File: config.mk
export PLATFORM = sky130hd
export DESIGN_NAME = msix_intr_gen_flat
export DESIGN_NICKNAME = d
export VERILOG_FILES = /design/src/rtl/msix_intr_gen_if.sv /design/src/rtl/msix_intr_gen.sv /design/src/flat_wrapper.sv
export SDC_FILE = /design/constraint.sdc
export NUM_CORES = 1
export LEC_CHECK = 0
export ABC_AREA = 1
export CORE_UTILIZATION = 50
export CTS_CLUSTER_SIZE = 30
export DETAILED_ROUTE_END_ITERATION = 8
export MAX_ROUTING_LAYER = met4
export PLACE_DENSITY = 0.68
export SLEW_MARGIN = 25
export SYNTH_ARGS = -nofsm -noshare
export SYNTH_HDL_FRONTEND = slang
export SYNTH_SLANG_ARGS = --single-unit
File: constraint.sdc
create_clock -name i_clk -period 3.7 [get_ports i_clk]
set_clock_uncertainty 0.2 [all_clocks]
set_input_delay 0.37 -clock i_clk [delete_from_list [all_inputs] [get_ports i_clk]]
set_output_delay 0.37 -clock i_clk [all_outputs]
set_load 0.005 [all_outputs]
File: src/rtl/msix_intr_gen_if.sv
// MSI-X DW memory-write channel: valid/ready handshake carrying address, data and vector index.
interface msix_intr_gen_if #(
   parameter int unsigned IDX_W = 3
);
   logic             wr_valid;
   logic             wr_ready;
   logic [63:0]      wr_addr;
   logic [31:0]      wr_data;
   logic [IDX_W-1:0] wr_vec;

   modport master (
      output wr_valid,
      output wr_addr,
      output wr_data,
      output wr_vec,
      input  wr_ready
   );

   modport slave (
      input  wr_valid,
      input  wr_addr,
      input  wr_data,
      input  wr_vec,
      output wr_ready
   );
endinterface

File: src/rtl/msix_intr_gen.sv
// MSI-X message generator: vector table, pending-bit array, round-robin arbiter, one DW write each.
// Build option MSIX_COALESCE_EN adds a GAP state holding GAP_CYC idle cycles after every accept.
module msix_intr_gen #(
   parameter int unsigned NUM_VEC = 8,
   parameter int unsigned IDX_W   = $clog2(NUM_VEC),
   parameter int unsigned GAP_CYC = 16
) (
   input  logic               i_clk,
   input  logic               i_rst_n,
   input  logic               i_msix_enable,
   input  logic               i_func_mask,
   input  logic [NUM_VEC-1:0] i_intr_req,
   input  logic               i_tbl_wr_en,
   input  logic [IDX_W-1:0]   i_tbl_wr_idx,
   input  logic [63:0]        i_tbl_wr_addr,
   input  logic [31:0]        i_tbl_wr_data,
   input  logic               i_tbl_wr_mask,
   msix_intr_gen_if.master    io_wr,
   output logic [NUM_VEC-1:0] o_pending
);

   if (NUM_VEC < 2 || NUM_VEC > 32 || GAP_CYC < 1) begin : g_bad_param
      $error("msix_intr_gen: NUM_VEC must be 2..32 and GAP_CYC at least 1");
   end

   typedef enum logic [1:0] {
      StIdle,
      StIssue
`ifdef MSIX_COALESCE_EN
      , StGap
`endif
   } state_e;

`ifdef MSIX_COALESCE_EN
   localparam int unsigned GapW = (GAP_CYC > 1) ? $clog2(GAP_CYC) : 1;
   logic [GapW-1:0]    r_gap_cnt;
`endif

   state_e             r_state;
   logic [63:0]        r_tbl_addr [NUM_VEC];
   logic [31:0]        r_tbl_data [NUM_VEC];
   logic [NUM_VEC-1:0] r_tbl_mask;
   logic [NUM_VEC-1:0] r_pending;
   logic [IDX_W-1:0]   r_rr_ptr;
   logic               r_wr_valid;
   logic [63:0]        r_wr_addr;
   logic [31:0]        r_wr_data;
   logic [IDX_W-1:0]   r_wr_vec;

   logic [NUM_VEC-1:0] w_elig;
   logic               w_grant_vld;
   logic [IDX_W-1:0]   w_grant_idx;
   logic [IDX_W-1:0]   w_cand;
   logic               w_accept;
   logic [NUM_VEC-1:0] w_clr;

   assign w_elig   = r_pending & ~r_tbl_mask & {NUM_VEC{i_msix_enable & ~i_func_mask}};
   assign w_accept = r_wr_valid & io_wr.wr_ready;
   assign w_clr    = w_accept ? (NUM_VEC'(1) << r_wr_vec) : '0;

   // First eligible vector at or after the RR pointer, wrapping to 0.
   always_comb begin
      w_grant_vld = 1'b0;
      w_grant_idx = '0;
      w_cand      = '0;
      for (int unsigned i = 0; i < NUM_VEC; i++) begin
         w_cand = IDX_W'((32'(r_rr_ptr) + i) % NUM_VEC);
         if (!w_grant_vld && w_elig[w_cand]) begin
            w_grant_vld = 1'b1;
            w_grant_idx = w_cand;
         end
      end
   end

   always_ff @(posedge i_clk or negedge i_rst_n) begin
      if (!i_rst_n) begin
         for (int v = 0; v < NUM_VEC; v++) begin
            r_tbl_addr[v] <= '0;
            r_tbl_data[v] <= '0;
         end
         r_tbl_mask <= '1;
      end else if (i_tbl_wr_en && (32'(i_tbl_wr_idx) < NUM_VEC)) begin
         r_tbl_addr[i_tbl_wr_idx] <= {i_tbl_wr_addr[63:2], 2'b00};
         r_tbl_data[i_tbl_wr_idx] <= i_tbl_wr_data;
         r_tbl_mask[i_tbl_wr_idx] <= i_tbl_wr_mask;
      end
   end

   // A request arriving with the accept of its own vector keeps the bit set.
   always_ff @(posedge i_clk or negedge i_rst_n) begin
      if (!i_rst_n) begin
         r_pending <= '0;
      end else begin
         r_pending <= (r_pending & ~w_clr) | i_intr_req;
      end
   end

   always_ff @(posedge i_clk or negedge i_rst_n) begin
      if (!i_rst_n) begin
         r_state    <= StIdle;
         r_wr_valid <= 1'b0;
         r_wr_addr  <= '0;
         r_wr_data  <= '0;
         r_wr_vec   <= '0;
         r_rr_ptr   <= '0;
`ifdef MSIX_COALESCE_EN
         r_gap_cnt  <= '0;
`endif
      end else begin
         unique case (r_state)
            StIdle: begin
               if (w_grant_vld) begin
                  r_wr_valid <= 1'b1;
                  r_wr_addr  <= r_tbl_addr[w_grant_idx];
                  r_wr_data  <= r_tbl_data[w_grant_idx];
                  r_wr_vec   <= w_grant_idx;
                  r_state    <= StIssue;
               end
            end
            StIssue: begin
               if (io_wr.wr_ready) begin
                  r_wr_valid <= 1'b0;
                  r_rr_ptr   <= IDX_W'((32'(r_wr_vec) + 1) % NUM_VEC);
`ifdef MSIX_COALESCE_EN
                  r_gap_cnt  <= '0;
                  r_state    <= StGap;
`else
                  r_state    <= StIdle;
`endif
               end
            end
`ifdef MSIX_COALESCE_EN
            StGap: begin
               if (r_gap_cnt == GapW'(GAP_CYC - 1)) begin
                  r_state <= StIdle;
               end else begin
                  r_gap_cnt <= r_gap_cnt + GapW'(1);
               end
            end
`endif
            default: r_state <= StIdle;
         endcase
      end
   end

   assign io_wr.wr_valid = r_wr_valid;
   assign io_wr.wr_addr  = r_wr_addr;
   assign io_wr.wr_data  = r_wr_data;
   assign io_wr.wr_vec   = r_wr_vec;
   assign o_pending      = r_pending;

endmodule

File: src/flat_wrapper.sv
// flat-port wrapper written by rule: the top's interface ports become plain ports
module msix_intr_gen_flat 
#(
   parameter int unsigned NUM_VEC = 8,
   parameter int unsigned IDX_W   = $clog2(NUM_VEC),
   parameter int unsigned GAP_CYC = 16
)
  (i_clk, i_rst_n, i_msix_enable, i_func_mask, i_intr_req, i_tbl_wr_en, i_tbl_wr_idx, i_tbl_wr_addr, i_tbl_wr_data, i_tbl_wr_mask, o_pending, io_wr_wr_valid, io_wr_wr_addr, io_wr_wr_data, io_wr_wr_vec, io_wr_wr_ready);
  msix_intr_gen_if #(.IDX_W(IDX_W)) io_wr_i ();
  input  logic i_clk;
  input  logic i_rst_n;
  input  logic i_msix_enable;
  input  logic i_func_mask;
  input  logic [NUM_VEC-1:0] i_intr_req;
  input  logic i_tbl_wr_en;
  input  logic [IDX_W-1:0] i_tbl_wr_idx;
  input  logic [63:0] i_tbl_wr_addr;
  input  logic [31:0] i_tbl_wr_data;
  input  logic i_tbl_wr_mask;
  output logic [NUM_VEC-1:0] o_pending;
  output wire logic [$bits(io_wr_i.wr_valid)-1:0] io_wr_wr_valid;
  output wire logic [$bits(io_wr_i.wr_addr)-1:0] io_wr_wr_addr;
  output wire logic [$bits(io_wr_i.wr_data)-1:0] io_wr_wr_data;
  output wire logic [$bits(io_wr_i.wr_vec)-1:0] io_wr_wr_vec;
  input wire logic [$bits(io_wr_i.wr_ready)-1:0] io_wr_wr_ready;
  assign io_wr_wr_valid = io_wr_i.wr_valid;
  assign io_wr_wr_addr = io_wr_i.wr_addr;
  assign io_wr_wr_data = io_wr_i.wr_data;
  assign io_wr_wr_vec = io_wr_i.wr_vec;
  assign io_wr_i.wr_ready = io_wr_wr_ready;
  msix_intr_gen #(.NUM_VEC(NUM_VEC), .IDX_W(IDX_W), .GAP_CYC(GAP_CYC)) u_core (.i_clk(i_clk), .i_rst_n(i_rst_n), .i_msix_enable(i_msix_enable), .i_func_mask(i_func_mask), .i_intr_req(i_intr_req), .i_tbl_wr_en(i_tbl_wr_en), .i_tbl_wr_idx(i_tbl_wr_idx), .i_tbl_wr_addr(i_tbl_wr_addr), .i_tbl_wr_data(i_tbl_wr_data), .i_tbl_wr_mask(i_tbl_wr_mask), .io_wr(io_wr_i), .o_pending(o_pending));
endmodule
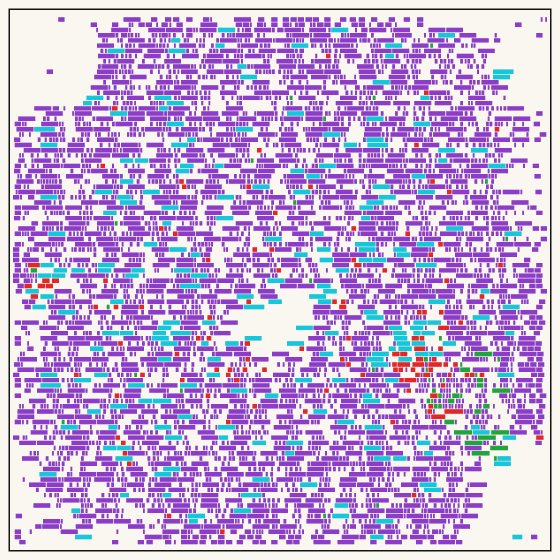
*Sizing map, run 1*
color	size	cells	share
green	drive 2	50	1.0%
purple	drive 1 or less	4,522	92%
red	drive 3 to 4	119	2.4%
cyan	drive 6 and up	222	4.5%

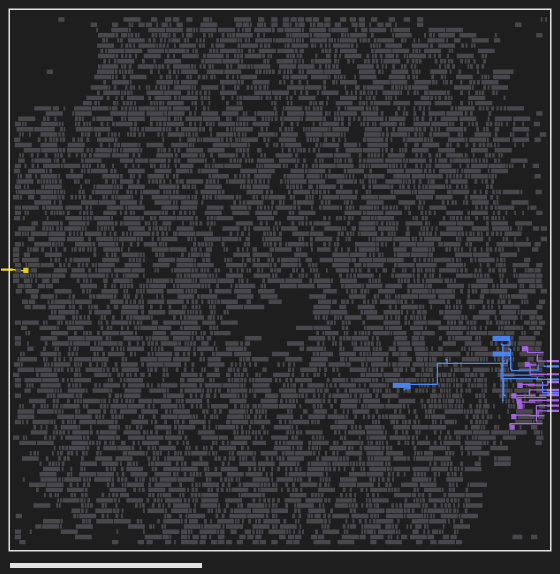
*I/O nets highlighted, run 1*
Bar = 100 um.
color	port	bits	direction	edge	end cells	buffers	wire
blue	io_wr_wr_vec	3	output	right	3	3	212 um
yellow	i_tbl_wr_en	1	input	left	2	1	5.30 um
purple	i_intr_req	8	input	right	8	8	195 um

==> results.txt, run 1 <==
Status on the layout run. Initial antenna violation count landed at 1. The report lists the cells along the critical path as buf_4 -> ha_2 -> xnor2_4 -> inv_2 -> nand3_1 -> nand2_2 -> nor2_4 -> nand4_4 -> nor2_4 -> nand3_4 -> nand2_2 -> nor2_1 -> nor2_4 -> buf_12 -> buf_12 -> buf_12 -> nand3_1 -> nand3_1 -> nand2_1 -> nand2_1 -> nand2_1.

Non-clock buffers make up 9.919% of the layout cell area. Note, the detailed placer reported a final HPWL of 61.04 mm. In this build the clock could be raised as far as between 0.2 and 0.3 GHz. Average wire per cell in the routed design landed at 18.67 um.

Per the OpenROAD floorplan log, the height of the die is 281.0 um. Multiplexer area fraction after synthesis landed at 0%. The clock network takes up 6.984% of total cell area after layout.

Maximum fanout encountered on the critical timing path landed at 12. Mean instance size in the synthesized netlist landed at 8.258 um^2. Total negative setup slack landed at 0 ns.

Pin count of the biggest net entering global routing landed at 191. Simple-gate portion of the synthesized area landed at approximately 28%. From synthesis to final layout, the design area changed by 19.93%. Slack of the worst reg-to-reg path landed at between 0.2 and 0.25 ns. The pin closest to its max-slew limit shows a slew of 0.9986 ns.

Number of non-clock inverters in the layout landed at approximately 150. Floorplan die area landed at 78,980 um^2.

The synthesized design spends more area on one cell type than any other, namely dfrtp_1. Number of slew-limit violations in the final report landed at 0. Per the detailed-route log, wirelength across all metal layers totals 111.0 mm. Max-cap check violation count landed at 0.

Path length in cells of the critical path landed at 21. Clock-pin slew of the registers on the worst-case setup and hold paths landed at 0.06 ns. The most critical min-delay path falls under input pin to async pin.

Per the synth stats, the flop cell with the highest instance count is dfrtp_1. Per the placement log, port buffering inserted 217 buffers. Per the layout report, the design carries 395 non-clock buffers. First-pass iteration count of the detailed router landed at 6.

In this run the cell area measured after placement is 43,210 um^2. Diode insertion count for antenna repair landed at 1.

The register with the most flip-flops in the layout has 496 of them. Multi-input gate share of the layout cell area landed at 32.54%. Count of different cell masters after synthesis landed at 37. The cell family contributing the most delay on the critical path is simple AND/OR/NAND/NOR gates. For reference, the final report shows the hold violation count at 0.

Total cell area reported by yosys after synthesis landed at 38,930 um^2. According to the timing report, the critical path is launched from u_core.r_rr_ptr[0]. The area taken by sequential standard cells is reported as 21,760 um^2. The largest register by flop count is u_core.r_tbl_addr. Core area landed at 76,450 um^2. Of the synthesized area, sequential elements account for 55.89%. Portion of the clock cycle consumed by the worst path in the final layout landed at 94.13%. Sequential share of cell area landed at 46.60%. Looking at the clock tree report, the root buffer type is clkbuf_16. After layout, the clock buffer instance count stands at 134. For the worst setup path, the data arrival time is about 3.8 ns.

After synthesis, the cell types taking the most area are dfrtp_1 55%, nand2_1 14%, nand3_1 13%. Number of placed instances with taps included landed at 5,764. During synthesis, Yosys emitted a total of 0 warnings. Number of buffers between clock root and the deepest sink landed at 3. With fillers left out, the area of the finished cells amounts to between 40,000 and 50,000 um^2.

The slowest stage of the critical path is the dfrtp_1 cell. Die width landed at 281.0 um. Before CTS, the worst setup slack after placement is 0.02940 ns. The number of cells on the worst reg-to-reg path is 21.

In this run the critical register-to-register path is launched from u_core.r_rr_ptr[0]. The run finished with clean final reports. Number of routed nets with antenna violations landed at 0. For this block, the via count after detailed routing is about 34,000.
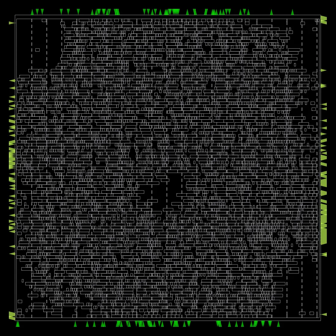
*Placement view, run 1*
floorplan row count: 101
final core utilization: 61.06%
number of tap instances: 1,030
Fill cells: 6,664
number of sequential cells: 869

run 1: routing by layer:
layer	up-vias	wire (um)	GRT usage, %
met5	-	0	-
met4	0	2305	8.407
met3	164	7942	4.098
met2	1185	51210	45.27
met1	16390	49510	40.29
li1	15890	-	-
run 1: kinds of logic (layout without fill, tap and decap cells):
kind of cell / Yosys count / count (layout)
XOR/XNOR: 3 / 3
adder cells (fa/ha/maj): 8 / 8
other: 1 / 3
buffers and inverters: 513 / 711
flip-flops: 869 / 869
AND/OR/NAND/NOR: 2523 / 2523
AND-OR/OR-AND: 797 / 797
run 1: repair_timing:
action                                 CTS  global route
endpoints found under the hold margin  181             0
gates resized                            0             9
setup buffers                            0             5
setup endpoints to repair                0            69
hold buffers                             1             0
==> inputs of run 2 (changes only) <==
clock period = 4.1 ns   (was 3.7 ns; I/O delays follow)
==> run 2 against run 1 <==
Via count is 1.7% lower. Utilization is 1.3 points lower. Critical path type unchanged. Highest routed layer unchanged. Largest cell class unchanged. Setup slack better by 0.036 ns.
==> results.txt, run 2 <==
Status on the layout run. Tally of buffers added on design ports landed at 217 (unchanged). Diode insertion count for antenna repair landed at 1 (unchanged). The pin count of the biggest net entering global routing came to 191 (unchanged). Tool warning count landed at between 40 and 50.

The number of fill cells in the layout came to 6,775 (+1.7%). Total cell area reported by yosys after synthesis landed at 38,930 um^2 (unchanged). After detailed routing, the number of remaining DRC violations is 0. For this run the aggregate overflow at the end of global routing stands at 0. On the critical path, the stage with the largest delay is an instance of buf_4. The sequential cell area came to 21,760 um^2 (unchanged). Via count of the first global-routing pass landed at 31,580. Die span in y landed at 281.0 um (unchanged).

STA classifies the critical path endpoint as a register. The number of tap cells added at floorplan was 1,030 (unchanged). Number of hold-slack violations in the final timing report landed at 0 (unchanged). The detailed-route wire length on metal 1 is 49.72 mm (+0.42%). Number of logic gates landed at 3,333. The simple-gate portion of the synthesized area came to 27.82% (unchanged). Counting only logic cells after layout, the most numerous master is nand2_1.

The slack of the worst reg-to-reg path came to 0.25 ns (+0.04 ns). The sequential share of cell area is 47.63% (+1.0 points). The run finished with clean final reports. Detailed-placement wirelength estimate landed at 59.00 mm (-3.4%).

The wire length on met2 was 49.56 mm (-3.2%). In this run the biggest area consumer among cell types represents 55.35% of the synthesized area. Mean instance size in the synthesized netlist landed at 8.258 um^2 (unchanged).

The number of placed instances with taps included is 5,707 (-0.99%). The number of warnings issued by yosys was 0 (unchanged). Wire length on met3 landed at 7.388 mm (-7.0%). The multiplexer area fraction after synthesis was 0% (unchanged). The non-clock buffer contribution to total cell area is 8.311% (-1.6 points). Met2 layer usage reported by global route landed at 43.70% (-1.6 points). Among all cell types in the netlist, the one instantiated most often is nand2_1. Global-route met1 utilization landed at 41.23% (+0.94 points). The total negative setup slack is 0 ns (unchanged). The worst register-to-register path begins at u_core.r_rr_ptr[0]. The core area was 76,450 um^2 (unchanged). The maximum achievable frequency came to 0.2599 GHz (-9.5%). Clock network area share landed at 6.799% (-0.19 points). Maximum fanout encountered on the critical timing path landed at 39 (+27). Number of gates resized after cts landed at 0 (unchanged).

Worst hold slack landed at 0.1649 ns. The slew check shows that the tightest pin keeps a relative margin of between 30 and 40%. The number of non-clock inverters in the layout was 147 (unchanged).

Traced cell by cell, the critical path runs through inv_2 -> ha_1 -> inv_2 -> nand3_1 -> nand3_1 -> nand2_2 -> nor2_4 -> nand4_2 -> nor2_4 -> buf_4 -> nand2_1 -> o21ai_4 -> buf_4 -> buf_4 -> nand2_1 -> nand3_1. Number of routed nets with antenna violations landed at 0 (unchanged). The flow measured a signed area growth from synthesis to layout of 17.34%.

For the worst setup path, the data required time is 4.47 ns. The pin slew with the least headroom to its limit is 0.9392 ns (-0.05946 ns). Placed standard-cell area landed at 42,560 um^2 (-1.5%).

The portion of the clock cycle consumed by the worst path in the final layout came to 93.84% (-0.30 points). The count of different cell masters after synthesis came to 37 (unchanged). In the synthesized netlist the async set-or-reset flop fraction comes to 100.0%. Average wire per cell in the routed design landed at 18.48 um (-1.0%). Count of clock-net buffers in the final layout landed at 135 (+0.75%). u_core.r_tbl_addr holds more flip-flops than any other register. The clock-pin slew of the registers on the worst-case setup and hold paths came to 0.06 ns (about the same). By area the synthesized netlist is led by dfrtp_1 55%, nand2_1 14%, nand3_1 13%. The overall routed net length came to 108.6 mm (-2.2%). The first-pass iteration count of the detailed router is 6 (unchanged). Worst setup slack before clock tree synthesis landed at 0.1366 ns (+0.1072 ns). Number of signal-net buffers in the layout landed at 329 (-17%). The buffer count from post-CTS setup fixing came to 0 (unchanged). The routed via count is 33,070 (-1.7%). The signal arrival time at the worst endpoint came to 4.21 ns (+0.41 ns).

Flip-flop count of the largest register, all copies and words added landed at 496 (unchanged). CTS buffer count landed at 92. The tightest min-delay check is of the input pin to register type. Netlist area before placement landed at 38,930 um^2. Die width landed at 281.0 um (unchanged). Per the detail_route log, the uppermost layer with routed signals is met4.

The initial antenna violation count came to 1 (unchanged). The synthesized design contains about 870 register bits. The post-route cell area was 45,680 um^2 (-2.2%). The tree is rooted in a clkbuf_16. Sorting the synthesized cells by how often they occur yields 1,405 x nand2_1, 984 x nand3_1, 861 x dfrtp_1, 684 x o21ai_0, 228 x clkbuf_1. End-of-flow core utilization landed at 59.74% (-1.3 points).

The biggest area contributor in the post-synthesis netlist is dfrtp_1. Sequential cell count landed at 869 (unchanged). The number of slew-limit violations in the final report came to 0 (unchanged).

The fraction of met3 tracks used by global routing is 3.699% (-0.40 points). OpenSTA lists the critical path startpoint as u_core.r_rr_ptr[0]. The max-cap check violation count is 0 (unchanged). The first global-routing pass estimated 175.9 mm of wire.

For this run, the leading register cell type out of synthesis is dfrtp_1. The register share after synthesis came to 55.89% (unchanged). After synthesis, the design contains 4,714 cells according to Yosys. After global routing, the most crowded layer is met2.

The violation tally recorded at the end of detailed-routing iteration 0 is 3,625. Number of buffers added to fix hold violations after cts landed at 1 (unchanged). Multi-input gate share of the layout cell area landed at 33.22% (+0.68 points). The number of buffers between clock root and the deepest sink is 3 (unchanged). The number of placement rows came to 101 (unchanged). TritonCTS built the clock tree. The routed design shows a via density per instance of ~5.6.

Broken down by cell family, the worst path's largest delay share belongs to buffers and inverters. The floorplan die area came to 78,980 um^2 (unchanged).
run 2: netlist changes by cell type in the layout (fill, tap and decap cells not counted), moves of 2 or more:
cell and change:
clkinv_4 -2, buf_6 -3, buf_4 -39, buf_12 -19, clkbuf_16 -6, bufinv_16 -2
ha_1 +2, clkbuf_8 -4, ha_2 -2, clkbuf_1 +7
run 2: worst paths after layout:
check,endpoint,cells past startpoint
max reg2reg,u_core.io_wr.wr_addr[51],16
min,u_core.o_pending[4],2
max in group asynchronous,u_core.r_tbl_addr[491],4
max,u_core.io_wr.wr_addr[51],16
min reg2reg,u_core.io_wr.wr_addr[21],2
min in group asynchronous,u_core.r_tbl_addr[389],2
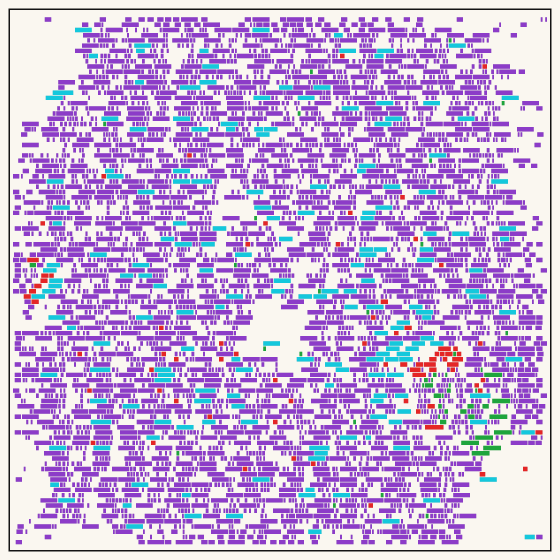
*Sizing map, run 2*
color	size	cells	share
red	drive 3 to 4	75	1.5%
green	drive 2	49	1.0%
cyan	drive 6 and up	188	3.9%
purple	drive 1 or less	4,532	94%

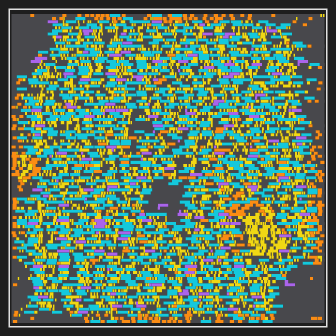
*Placed cells, one color a class, run 2*
Fill, decap, tap and diode cells in gray.
color	class	cells	share of their area
orange	other buffers and delay cells	329	8.6%
cyan	flops	869	49%
yellow	all other logic	3,480	35%
purple	clock drivers and dummy loads	166	7.0%

